Design xmax_sub_buf, sky130hd; sources not shown.
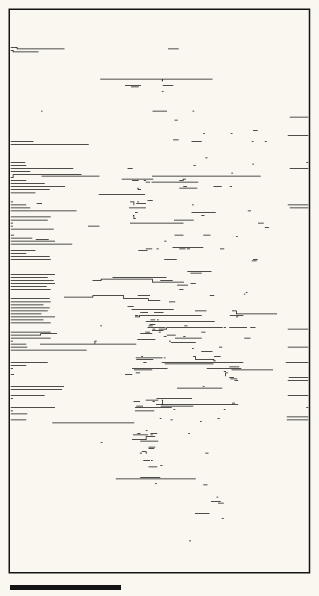
**Above:** run 1 (the metal 3 layer).
The bar under the picture is 50 um long.
nets with wire on the layer	175
share of all routed wire	6.2%
longest straight run	50.1 um
number of vias after detailed routing: 9452
total length of routed wires: 37100 um
routing usage on met3: 4.26%

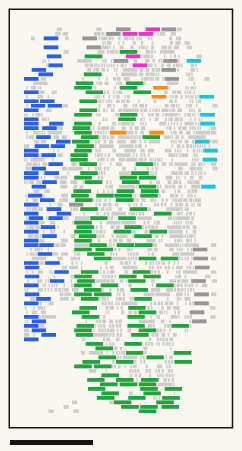
**Above:** run 1 (register map, names as in the netlist).
The bar under the picture is 50 um long.
color	signal	placed flops
cyan	`sub_xi`	8
green	`mem`	128
blue	`xi_mv`	64
magenta	`count`	5
orange	`rd_ptr`	4
register cell area after layout: 6320 um^2
share of cell area taken by flip-flops and latches: 43.4%
reported sequential group power: 0.00365 W
core utilization of the finished layout: 52.9%

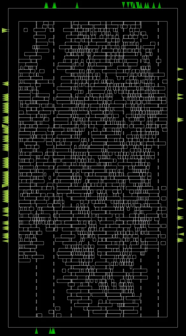
**Above:** run 1 (placement view).
number of well taps: 352
number of cell rows: 86
core region area: 27500 um^2
fillcell total: 2519
num sequential: 227

==> deck_impl_summary.md, run 1 <==
Flow Results at a Glance

Layout
  – Non-CTS inverters: 123
  – Post-route non-filler standard cell count: 1742
  – Antenna diode count: 0
  – Combined area of the multi-input logic cells: 4440 um^2
  – Leading cell type in the layout, fill and taps excluded: sky130_fd_sc_hd__nand2_1

Power
  – PnR Total Power: 0.0193 W
  – Combinational group share of total power: 67.7%
  – Total power density per cell area: 1320 nW/um^2
  – Peak supply drop: 0.667 mV
  – Internal power: 0.0106 W
  – Combinational cell power: 0.0131 W
  – Biggest consumer: combinational cells
  – Share of power burned in the clock network: 13.4%
  – Share of total power consumed by net switching: 45.2%

Logic synthesis
  – Cell with the most instances after synthesis: sky130_fd_sc_hd__nand2_1
  – Number of library cell types mapped by synthesis: 43
  – Comb area leader: simple AND/OR/NAND/NOR gates
  – Summed instance area of the synthesized netlist: 11200 um^2
  – Area fraction in full adders, half adders and majority gates: 3.94%
  – Net count entering floorplan: 1218

Die
  – Die footprint: 33900 um^2
  – Die Span X: 134 um
  – Boundary Pins: 100
  – FP Core Util: 40.6%

Routing
  – DRT iter0 DRCs: 453
  – Met2 WL post-DR: 19900 um
  – Top layer used by detailed routing: met4

Timing
  – Total of endpoints with negative setup slack in the final report: 7
  – Final Max Slew Viols: 0
  – Tightest hold margin: 187 ps
  – Fin. Hold Viols: 0
  – Post-route setup slack: -107 ps

Critical path
  – Type of element capturing the critical path: flip-flop
  – Register-to-register setup slack: -110 ps
  – Crit path buf inv count: 3
  – Top fanout value on the critical path: 6
  – Data required time of the worst path: 3530 ps
  – Worst Path Arrival: 3630 ps

Place
  – Placed insts: 1691
  – Detailed placer's ending HPWL: 27000 um

Clock tree
  – CTS H-tree depth: 1

Outcome
  – Failing checks: negative setup slack
  – Run status: finished, violations left

Global routing
  – Global-route wire length before repair: 55300 um
  – Maximum number of pins on one net before global-route repair: 62
==> inputs of run 2 (changes only) <==
Settings changed: MAX_ROUTING_LAYER from default to met4.
==> deck_impl_summary.md, run 2 <==
Flow Results at a Glance

Power
  – Reported sequential group power: 0.00365 W (about the same)
  – PnR Total Power: 0.0192 W (-0.22%)
  – Share of total power consumed by net switching: 45.2% (about the same)
  – Peak supply drop: 0.666 mV (-0.18%)
  – Share of power burned in the clock network: 13.4% (about the same)
  – Internal power: 0.0105 W (-0.21%)
  – Total power density per cell area: 1320 nW/um^2 (-0.14%)
  – Biggest consumer: combinational cells

Layout
  – Register cell area after layout: 6320 um^2 (unchanged)
  – Num sequential: 227 (unchanged)
  – Leading cell type in the layout, fill and taps excluded: sky130_fd_sc_hd__nand2_1
  – Antenna diode count: 0 (unchanged)

Timing
  – Final Max Slew Viols: 0 (unchanged)
  – Post-route setup slack: -80.8 ps (+26.4 ps)
  – Total of endpoints with negative setup slack in the final report: 7 (unchanged)

Die
  – FP Core Util: 40.6% (unchanged)
  – Core region area: 27500 um^2 (unchanged)
  – Die footprint: 33900 um^2 (unchanged)
  – Boundary Pins: 100 (unchanged)

Logic synthesis
  – Cell with the most instances after synthesis: sky130_fd_sc_hd__nand2_1
  – Area fraction in full adders, half adders and majority gates: 3.94% (unchanged)
  – Number of library cell types mapped by synthesis: 43 (unchanged)

Outcome
  – Failing checks: negative setup slack
  – Run status: finished, violations left

Routing
  – Top layer used by detailed routing: met4
  – DRT iter0 DRCs: 540 (+19%)
  – Met2 WL post-DR: 20100 um (+1.0%)

Place
  – Detailed placer's ending HPWL: 27000 um (unchanged)
  – Placed insts: 1691 (unchanged)

Clock tree
  – CTS H-tree depth: 1 (unchanged)

Critical path
  – Data required time of the worst path: 3570 ps (+40 ps)
  – Crit path buf inv count: 3 (unchanged)
  – Register-to-register setup slack: -80 ps (+30 ps)
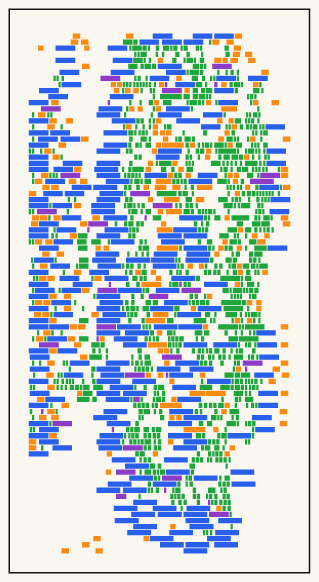
**Above:** run 2 (cell classes on the final placement).
color	class	cells	share of their area
orange	other buffers and delay cells	226	16%
green	combinational and other logic	898	35%
purple	clock drivers and dummy loads	40	4.8%
blue	flops	227	45%
core utilization of the finished layout: 52.8%
share of cell area taken by flip-flops and latches: 43.5%
total non-filler cell area in the finished layout: 14600 um^2

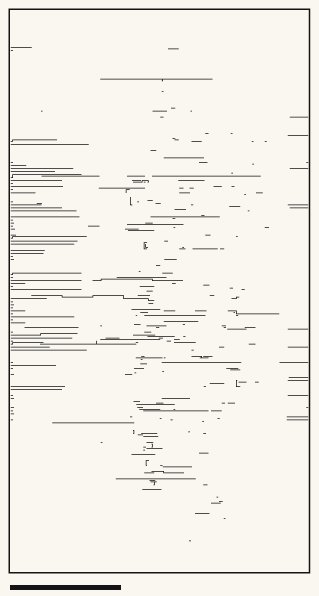
**Above:** run 2 (the metal 3 layer).
The bar under the picture is 50 um long.
nets with wire on the layer	171
wire length on this layer	2090 um
share of all routed wire	5.6%
main direction	horizontal
routing usage on met3: 3.86%
total length of routed wires: 37100 um
number of vias after detailed routing: 9447

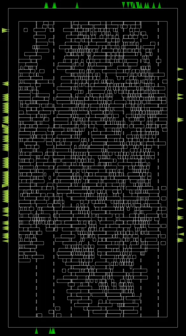
**Above:** run 2 (placement view).
fillcell total: 2521
post-route non-filler standard cell count: 1743

Power and IR drop assume default switching activity.
